[src/rtl/wb_pkg.sv]
// -----------------------------------------------------------------------------
// wb_pkg
// Shared definitions for the Wishbone line master.
//   wb_state_e : line-master FSM encoding (IDLE / BUS / DONE)
//   WB_DW      : Wishbone data width (32)
//   WB_SELW    : Wishbone byte-select width (4)
// -----------------------------------------------------------------------------
package wb_pkg;

  localparam int WB_DW   = 32;
  localparam int WB_SELW = 4;

  typedef enum logic [1:0] {
    ST_IDLE = 2'd0,
    ST_BUS  = 2'd1,
    ST_DONE = 2'd2
  } wb_state_e;

endpackage

[src/rtl/wb_line_master.sv]
// -----------------------------------------------------------------------------
// wb_line_master
// Wishbone classic master that turns one cache-line request into BEATS
// single-word cycles. Beats run in wrap-around order: critical word first,
// then the remaining words of the aligned line, with the upper address bits
// held constant.
//
// Optional feature (compile-time macro WB_TIMEOUT_EN):
//   defined   - per-beat ack timeout of TIMEOUT cycles; on expiry the line is
//               aborted and done is reported with err = 1.
//   undefined - the master waits for ack_i indefinitely; err is always 0.
//
// Ports
//   clk_i, rst_i            clock, synchronous active-high reset
//   req_valid/req_ready     line request handshake
//   req_addr/req_we/req_sel critical-word address, direction, byte lanes
//   wr_data/wr_next         write data for current beat / beat-consumed pulse
//   rd_valid/rd_data/rd_last registered read beat, last-beat qualifier
//   done/err                line-finished pulse / aborted-by-timeout flag
//   cyc_o stb_o we_o adr_o sel_o dat_o ack_i dat_i   Wishbone master side
// -----------------------------------------------------------------------------
module wb_line_master
  import wb_pkg::*;
#(
  parameter int AW      = 10,
  parameter int BEATS   = 4,
  parameter int TIMEOUT = 64
) (
  input  logic               clk_i,
  input  logic               rst_i,
  input  logic               req_valid,
  output logic               req_ready,
  input  logic [AW-1:0]      req_addr,
  input  logic               req_we,
  input  logic [WB_SELW-1:0] req_sel,
  input  logic [WB_DW-1:0]   wr_data,
  output logic               wr_next,
  output logic               rd_valid,
  output logic [WB_DW-1:0]   rd_data,
  output logic               rd_last,
  output logic               done,
  output logic               err,
  output logic               cyc_o,
  output logic               stb_o,
  output logic               we_o,
  output logic [AW-1:0]      adr_o,
  output logic [WB_SELW-1:0] sel_o,
  output logic [WB_DW-1:0]   dat_o,
  input  logic               ack_i,
  input  logic [WB_DW-1:0]   dat_i
);

  localparam int BW = $clog2(BEATS);

  wb_state_e            state_reg, state_next;
  logic [AW-1:0]        addr_reg;
  logic                 we_reg;
  logic [WB_SELW-1:0]   sel_reg;
  logic [BW-1:0]        cnt_reg;
  logic                 beat_first_reg;
  logic                 aborted_reg;
  logic                 rd_valid_reg, rd_last_reg;
  logic [WB_DW-1:0]     rd_data_reg;
  logic                 done_reg, err_reg;

  logic                 in_bus;
  logic                 accept;
  logic                 beat_ack;
  logic                 last_beat;
  logic                 timeout_hit;
  logic [BW-1:0]        low_addr;

  assign in_bus    = (state_reg == ST_BUS);
  assign accept    = req_valid & req_ready;
  assign last_beat = (cnt_reg == BW'(BEATS - 1));
  // Low address bits wrap inside the aligned line.
  assign low_addr  = addr_reg[BW-1:0] + cnt_reg;

  // The first BUS cycle of each beat is skipped: an ack there still belongs
  // to the previous address. A reset cycle never completes a beat, so no
  // wr_next escapes while the line is being torn down.
  assign beat_ack  = in_bus & ~beat_first_reg & ack_i & ~rst_i;

`ifdef WB_TIMEOUT_EN
  localparam int TW = $clog2(TIMEOUT + 1);
  logic [TW-1:0] tmo_reg;

  assign timeout_hit = in_bus & ~beat_ack & ~rst_i & (tmo_reg == TW'(TIMEOUT - 1));

  // Counts BUS cycles since the current beat started.
  always_ff @(posedge clk_i) begin
    if (rst_i) begin
      tmo_reg <= '0;
    end else if (accept || beat_ack) begin
      tmo_reg <= '0;
    end else if (in_bus) begin
      tmo_reg <= tmo_reg + 1'b1;
    end
  end
`else
  // TIMEOUT has no effect in this build; the expression is constant 0.
  assign timeout_hit = 1'b0 && (TIMEOUT > 0);
`endif

  // Next-state / handshake logic.
  always_comb begin
    state_next = state_reg;
    req_ready  = 1'b0;
    case (state_reg)
      ST_IDLE: begin
        // Hold off during the done pulse so a back-to-back request is only
        // taken once the previous line has been reported.
        req_ready = ~done_reg;
        if (req_valid && !done_reg) state_next = ST_BUS;
      end
      ST_BUS: begin
        if (timeout_hit || (beat_ack && last_beat)) state_next = ST_DONE;
      end
      ST_DONE: state_next = ST_IDLE;
      default: state_next = ST_IDLE;
    endcase
  end

  always_ff @(posedge clk_i) begin
    if (rst_i) begin
      state_reg      <= ST_IDLE;
      addr_reg       <= '0;
      we_reg         <= 1'b0;
      sel_reg        <= '0;
      cnt_reg        <= '0;
      beat_first_reg <= 1'b0;
      aborted_reg    <= 1'b0;
      rd_valid_reg   <= 1'b0;
      rd_last_reg    <= 1'b0;
      rd_data_reg    <= '0;
      done_reg       <= 1'b0;
      err_reg        <= 1'b0;
    end else begin
      state_reg    <= state_next;
      rd_valid_reg <= beat_ack & ~we_reg;
      rd_last_reg  <= beat_ack & ~we_reg & last_beat;
      if (beat_ack && !we_reg) rd_data_reg <= dat_i;

      // done/err are the registered view of the DONE state, so done lands
      // one cycle after the final read beat is presented.
      done_reg <= (state_reg == ST_DONE);
      err_reg  <= (state_reg == ST_DONE) & aborted_reg;

      if (accept) begin
        addr_reg       <= req_addr;
        we_reg         <= req_we;
        sel_reg        <= req_sel;
        cnt_reg        <= '0;
        beat_first_reg <= 1'b1;
        aborted_reg    <= 1'b0;
      end else if (beat_ack) begin
        cnt_reg        <= cnt_reg + 1'b1;
        beat_first_reg <= 1'b1;
      end else begin
        beat_first_reg <= 1'b0;
      end

      if (timeout_hit) aborted_reg <= 1'b1;
    end
  end

  assign cyc_o    = in_bus;
  assign stb_o    = in_bus;
  assign we_o     = in_bus & we_reg;
  assign adr_o    = {addr_reg[AW-1:BW], low_addr};
  assign sel_o    = sel_reg;
  assign dat_o    = wr_data;
  assign wr_next  = beat_ack & we_reg;
  assign rd_valid = rd_valid_reg;
  assign rd_data  = rd_data_reg;
  assign rd_last  = rd_last_reg;
  assign done     = done_reg;
  assign err      = err_reg;

endmodule

[config.mk]
export PLATFORM = sky130hd
export DESIGN_NAME = wb_line_master
export DESIGN_NICKNAME = d
export VERILOG_FILES = /design/src/rtl/wb_pkg.sv /design/src/rtl/wb_line_master.sv
export SDC_FILE = /design/constraint.sdc
export NUM_CORES = 1
export LEC_CHECK = 0
export CORE_ASPECT_RATIO = 1.2
export CORE_MARGIN = 2
export CORE_UTILIZATION = 35
export DETAILED_ROUTE_END_ITERATION = 8
export PLACE_DENSITY = 0.93
export SLEW_MARGIN = 30
export SYNTH_ARGS = -nofsm -noshare
export SYNTH_HDL_FRONTEND = slang
export SYNTH_SLANG_ARGS = --single-unit
[constraint.sdc]
create_clock -name clk_i -period 1.9 [get_ports clk_i]
set_input_delay 0.19 -clock clk_i [delete_from_list [all_inputs] [get_ports clk_i]]
set_output_delay 0.19 -clock clk_i [all_outputs]
set_load 0.02 [all_outputs]
Fig. 1: run 1, met3 routing
The bar under the picture is 20 µm long.
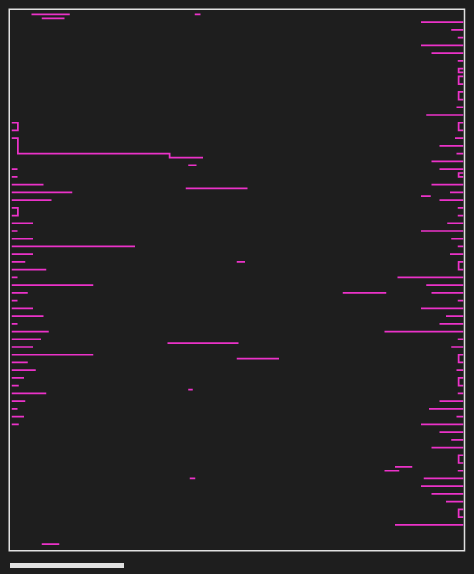
nets with wire on the layer: 93
main direction: horizontal
met3 track demand over resource in global routing: 4.59%
total wirelength of the detailed-routed design: 5.78 mm
Vias: 2043

Fig. 2: run 1, met1 routing
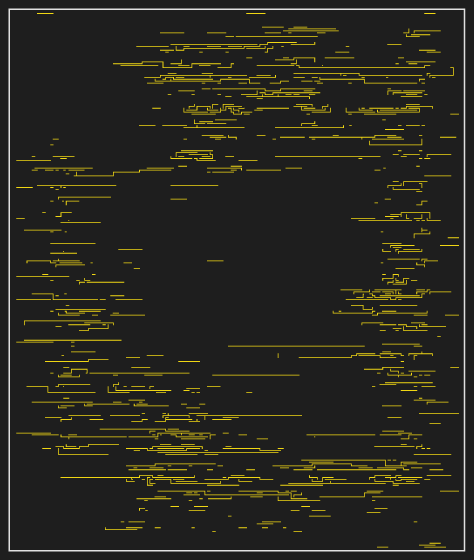
wire length on this layer: 2260 µm
nets with wire on the layer: 309
share of all routed wire: 39%
longest straight run: 23.9 µm
GR met1 Demand/Resource: 15.2%

Fig. 3: run 1, clock wiring as the flow saved it
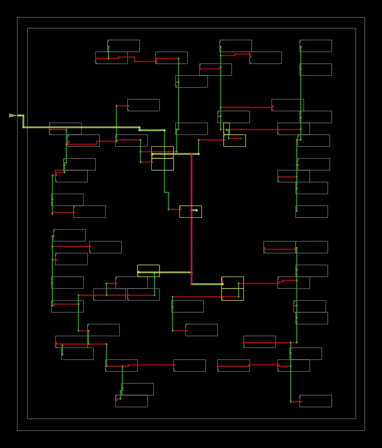
power of the clock network: 0.000675 W
Late-Pin Clk Latency: 0.29 ns

==> impl_report.txt, run 1 <==
PHYSICAL IMPLEMENTATION REPORT
----------------------------------------------------
[Run status]
  Run status ........................ completed

[Yosys]
  Largest area contributor in the netlist ........................ sky130_fd_sc_hd__dfxtp_1
  Mux cell area share ........................ 0%
  Xor/xnor share ........................ 0.726%
  Nets at Floorplan ........................ 345
  Fraction of registers with async set/reset ........................ 0%
  Post-synthesis area per instance ........................ 9.28 µm²
  Yosys warning count ........................ 0
  # Cells Yosys ........................ 260
  Cells taking the most area after synthesis ........................ sky130_fd_sc_hd__dfxtp_1, sky130_fd_sc_hd__buf_4, sky130_fd_sc_hd__o211ai_1, sky130_fd_sc_hd__nand3_1, sky130_fd_sc_hd__nand2_1
  Share of synthesized area occupied by flip-flops and latches ........................ 45.6%
  Top non-seq family ........................ AND-OR/OR-AND gates
  Number of instances in the synthesized netlist ........................ 260
  Adder and majority gate portion of the synthesized area ........................ 1.04%
  Chip area in the Yosys report ........................ 2410 µm²
  Most common flop cell mapped by yosys ........................ sky130_fd_sc_hd__dfxtp_1

[Place]
  Place WS ........................ 0.0507 ns
  Count of port buffers added during placement ........................ 104
  Placed cell count ........................ 396
  Total placed instance area ........................ 3230 µm²

[Floorplanning]
  Die x size ........................ 79.8 µm
  Area inside the core boundary ........................ 6770 µm²
  Rows ........................ 33

[Detailed routing]
  Average routed wire per standard cell ........................ 14.3 µm
  Count of routing violations after the opening detailed-route iteration ........................ 100

[Power]
  Worst supply voltage drop on vdd ........................ 301 µV
  Sequential power share ........................ 51.9%
  Power Total ........................ 0.00238 W
  Switching power as a share of total power ........................ 25.4%
  Leakage power ........................ 1.37 nW
  Net switching power ........................ 0.000603 W

[STA]
  Post-route clock period utilization ........................ 92.6%
  Smallest setup slack after layout ........................ 0.140 ns
  Final worst path period need ........................ 1.76 ns
  Max Clk Rate ........................ 0.568 GHz
  Setup repair after global routing missed its margin ........................ false
  Pins over their slew limit ........................ 0
  Final hold violation count ........................ 0
  Total negative setup slack ........................ 0 ns

[Clocking]
  # clock sinks ........................ 55
  Buffers inserted by post-CTS timing repair ........................ 0
  H-tree depth reported by CTS ........................ 2
  Maximum root-to-sink buffer count ........................ 2
  Cell resize tally after clock tree synthesis ........................ 6

[Final layout]
  Commonest cells after routing, fill and taps aside ........................ sky130_fd_sc_hd__clkdlybuf4s50_1, sky130_fd_sc_hd__dfxtp_1, sky130_fd_sc_hd__nand2_1
  Storage element area ........................ 1100 µm²
  Highest-count logic cell in the final layout ........................ sky130_fd_sc_hd__clkdlybuf4s50_1
  Area of all placed cells without fillers ........................ 3330 µm²
  Ratio of cells with drive above 1 in the final layout ........................ 9.46%
  Largest register FFs ........................ 32
  Number of antenna cells inserted ........................ 0
  Fill cell count ........................ 621

[Worst setup path]
  First element of the critical path ........................ state_reg[1]$_SDFFE_PP0P_
  Sort of element at the start of the critical path ........................ flop
  Endpoint type of the worst setup path ........................ output pin
  Crit. path cell count ........................ 4
  Source of the worst register-to-register timing path ........................ state_reg[0]$_SDFFE_PP0P_
  Worst stage delay on the critical path ........................ 0.39 ns
  Kind of cell adding the most delay to the critical path ........................ buffers and inverters
  Number of cells traversed by the worst register-to-register path ........................ 4
  Setup slack on the worst flop-to-flop path ........................ 0.39 ns
  Required time reported for the critical path endpoint ........................ 1.71 ns
  Reg2Reg Capture Point ........................ sel_o[1]$_SDFFE_PP0P_
  CP max stage cell ........................ sky130_fd_sc_hd__dfxtp_1
  Worst path buffer plus inverter count ........................ 2

[Worst hold path]
  Worst Hold Class ........................ in -> out
  Number of stages on the worst hold path ........................ 0
  Worst hold path startpoint ........................ wr_data[0]
  Worst hold endpoint ........................ dat_o[0]

[Global route]
  Global-route wire length before repair ........................ 9.16 mm
  Total global routing track utilization ........................ 15.2%
  Global routing's busiest layer ........................ met2
  Aggregate global routing overflow ........................ 0
  Met2 capacity usage during global routing ........................ 28.4%
  Maximum number of pins on one net before global-route repair ........................ 38
  Via count of the first global-routing pass ........................ 2020

[Job]
  Total number of warnings across the stage logs ........................ 26

----------------------------------------------------
## run 1: power groups by stage
stage	registers [W]	clock network [W]	logic, W
after CTS	0.00123	0.000716	0.000472
after detailed placement	0.00126	0	0.000476
after floorplan	0.00129	0	0.000303
final	0.00123	0.000675	0.000468
after global routing	0.00124	0.000751	0.000502
after global placement	0.00126	0	0.000466
## run 1: layer usage
metal / routed length (µm) / up-vias
met5: 0 / -
met4: 205 / 0
met3: 459 / 24
met2: 2850 / 90
met1: 2260 / 942
li1: - / 987
## run 1: cell type report
class / instances / share of cell area, %
Multi-Input combinational cell: 140 / 27.2
Tap cell: 87 / 3.27
Inverter: 3 / 0.339
Sequential cell: 55 / 33.1
Clock buffer: 8 / 3.01
Timing Repair Buffer: 111 / 33.0
Fig. 4: run 1, wiring heat map
The bar under the picture is 20 µm long. The die is cut into 16 by 19 equal tiles; dark blue is low, red is high, scaled to the fullest tile. Values are wire area over tile area, all layers added.
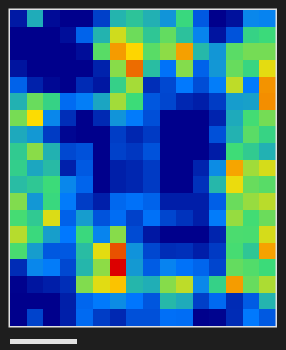

## Run 2: what changed since run 1
--- a/config.mk
+++ b/config.mk
@@ -5,7 +5,6 @@
 export SDC_FILE = /design/constraint.sdc
 export NUM_CORES = 1
 export LEC_CHECK = 0
-export CORE_ASPECT_RATIO = 1.2
 export CORE_MARGIN = 2
 export CORE_UTILIZATION = 35
 export DETAILED_ROUTE_END_ITERATION = 8
Fig. 5: run 2, wiring heat map
The bar under the picture is 20 µm long. The die is cut into 17 by 17 equal tiles; dark blue is low, red is high, scaled to the fullest tile. Values are wire area over tile area, all layers added.
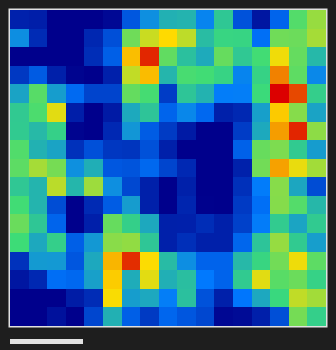
nearly empty tiles: 13%
emptiest ninth of the die: center
mean over tiles: 0.13
fullest tile: 0.42

==> run 2 against run 1 <==
Effect of this change: largest cell class unchanged; largest power group unchanged; clock power is 3.9% higher; core utilization about the same; register-to-register slack better by 0.02 ns.
==> impl_report.txt, run 2 <==
PHYSICAL IMPLEMENTATION REPORT
----------------------------------------------------
[Worst hold path]
  Worst hold endpoint ........................ dat_o[13] (was dat_o[0])
  Worst hold path startpoint ........................ wr_data[13] (was wr_data[0])
  Worst Hold Class ........................ in -> out (unchanged)

[Yosys]
  Top non-seq family ........................ AND-OR/OR-AND gates (unchanged)
  Post-synthesis area per instance ........................ 9.28 µm² (unchanged)
  Share of synthesized area occupied by flip-flops and latches ........................ 45.6% (unchanged)
  Most common flop cell mapped by yosys ........................ sky130_fd_sc_hd__dfxtp_1 (unchanged)
  Mux cell area share ........................ 0% (unchanged)
  Fraction of registers with async set/reset ........................ 0% (unchanged)
  Chip area in the Yosys report ........................ 2410 µm² (unchanged)
  Number of instances in the synthesized netlist ........................ 260 (unchanged)
  # Cells Yosys ........................ 260 (unchanged)
  Xor/xnor share ........................ 0.726% (unchanged)
  Adder and majority gate portion of the synthesized area ........................ 1.04% (unchanged)

[Final layout]
  Number of antenna cells inserted ........................ 0 (unchanged)
  Ratio of cells with drive above 1 in the final layout ........................ 9.84% (was 9.46%)
  Largest register FFs ........................ 32 (unchanged)
  Fill cell count ........................ 609 (was 621)
  Area of all placed cells without fillers ........................ 3300 µm² (was 3330 µm²)
  Highest-count logic cell in the final layout ........................ sky130_fd_sc_hd__clkdlybuf4s50_1 (unchanged)
  Commonest cells after routing, fill and taps aside ........................ sky130_fd_sc_hd__clkdlybuf4s50_1, sky130_fd_sc_hd__dfxtp_1, sky130_fd_sc_hd__nand2_1 (unchanged)

[Floorplanning]
  Rows ........................ 30 (was 33)
  Die x size ........................ 87.0 µm (was 79.8 µm)
  Area inside the core boundary ........................ 6720 µm² (was 6770 µm²)

[Place]
  Total placed instance area ........................ 3200 µm² (was 3230 µm²)
  Count of port buffers added during placement ........................ 104 (unchanged)
  Placed cell count ........................ 387 (was 396)

[Worst setup path]
  Sort of element at the start of the critical path ........................ flop (unchanged)
  First element of the critical path ........................ state_reg[1]$_SDFFE_PP0P_ (unchanged)
  Number of cells traversed by the worst register-to-register path ........................ 4 (unchanged)
  Required time reported for the critical path endpoint ........................ 1.71 ns (about the same)
  Source of the worst register-to-register timing path ........................ we_reg$_SDFFE_PP0P_ (was state_reg[0]$_SDFFE_PP0P_)
  Endpoint type of the worst setup path ........................ output pin (unchanged)

[Clocking]
  Buffers inserted by post-CTS timing repair ........................ 0 (unchanged)
  Late-Pin Clk Latency ........................ 0.30 ns (was 0.29 ns)
  # clock sinks ........................ 55 (unchanged)
  Maximum root-to-sink buffer count ........................ 2 (unchanged)

[Power]
  Power of the clock network ........................ 0.000701 W (was 0.000675 W)
  Power Combinational ........................ 0.000459 W (was 0.000468 W)
  Net switching power ........................ 0.000631 W (was 0.000603 W)
  Power dissipated in sequential cells ........................ 0.00124 W (was 0.00123 W)
  Leading power group ........................ sequential cells (unchanged)
  Leakage power ........................ 1.35 nW (was 1.37 nW)
  Sequential power share ........................ 51.6% (was 51.9%)

[STA]
  Total negative setup slack ........................ 0 ns (unchanged)
  Relative slew slack ........................ 55.4% (was 57.2%)
  Smallest setup slack after layout ........................ 0.110 ns (was 0.140 ns)
  Setup repair after global routing missed its margin ........................ false (unchanged)
  Final worst path period need ........................ 1.79 ns (was 1.76 ns)
  Final hold violation count ........................ 0 (unchanged)
  Pins over their slew limit ........................ 0 (unchanged)
  Max Clk Rate ........................ 0.559 GHz (was 0.568 GHz)
  Post-route clock period utilization ........................ 94.2% (was 92.6%)

[Global route]
  Global-route wire length before repair ........................ 9.51 mm (was 9.16 mm)
  Met3 track demand over resource in global routing ........................ 4.55% (was 4.59%)
  Total global routing track utilization ........................ 15.8% (was 15.2%)
  Global routing's busiest layer ........................ met2 (unchanged)
  Aggregate global routing overflow ........................ 0 (unchanged)
  Maximum number of pins on one net before global-route repair ........................ 38 (unchanged)
  Met2 capacity usage during global routing ........................ 26.9% (was 28.4%)
  Via count of the first global-routing pass ........................ 1979 (was 2020)

[Detailed routing]
  Vias ........................ 2066 (was 2043)
  Average routed wire per standard cell ........................ 15.4 µm (was 14.3 µm)
  Highest routed metal layer ........................ met4 (unchanged)
  Total wirelength of the detailed-routed design ........................ 6.09 mm (was 5.78 mm)
  Count of routing violations after the opening detailed-route iteration ........................ 49 (was 100)
  M1 wire length ........................ 2.43 mm (was 2.26 mm)
  Routed length on met3 ........................ 603 µm (was 459 µm)
  Detailed route wirelength on metal2 ........................ 3.01 mm (was 2.85 mm)

[Run status]
  Run status ........................ completed (unchanged)

[Job]
  Total number of warnings across the stage logs ........................ 26 (unchanged)

----------------------------------------------------
-- run 2: critical path: stages, from the launching register on --
cell and delay [ns]:
sky130_fd_sc_hd__dfxtp_1 0.39, sky130_fd_sc_hd__or2b_1 0.28, sky130_fd_sc_hd__inv_1 0.15, sky130_fd_sc_hd__and2_1 0.15, sky130_fd_sc_hd__dlygate4sd2_1 0.34
-- run 2: timing repair --
item | in CTS | in global routing
gates resized | 5 | 3
pin swaps | 0 | 0
setup endpoints to repair | 5 | 3
-- run 2: layout make-up --
cell class / instances / area (µm²) / share of cell area, %
multi-input cells: 140 / 911 / 27.6
inverters: 3 / 11.3 / 0.341
repair buffers: 109 / 1070 / 32.5
well taps: 80 / 100 / 3.03
clock buffers: 7 / 96.3 / 2.92
flip-flops and latches: 55 / 1100 / 33.4
clock inverters: 1 / 7.51 / 0.227
No activity file was given, so power comes from the tool's default toggle rates.
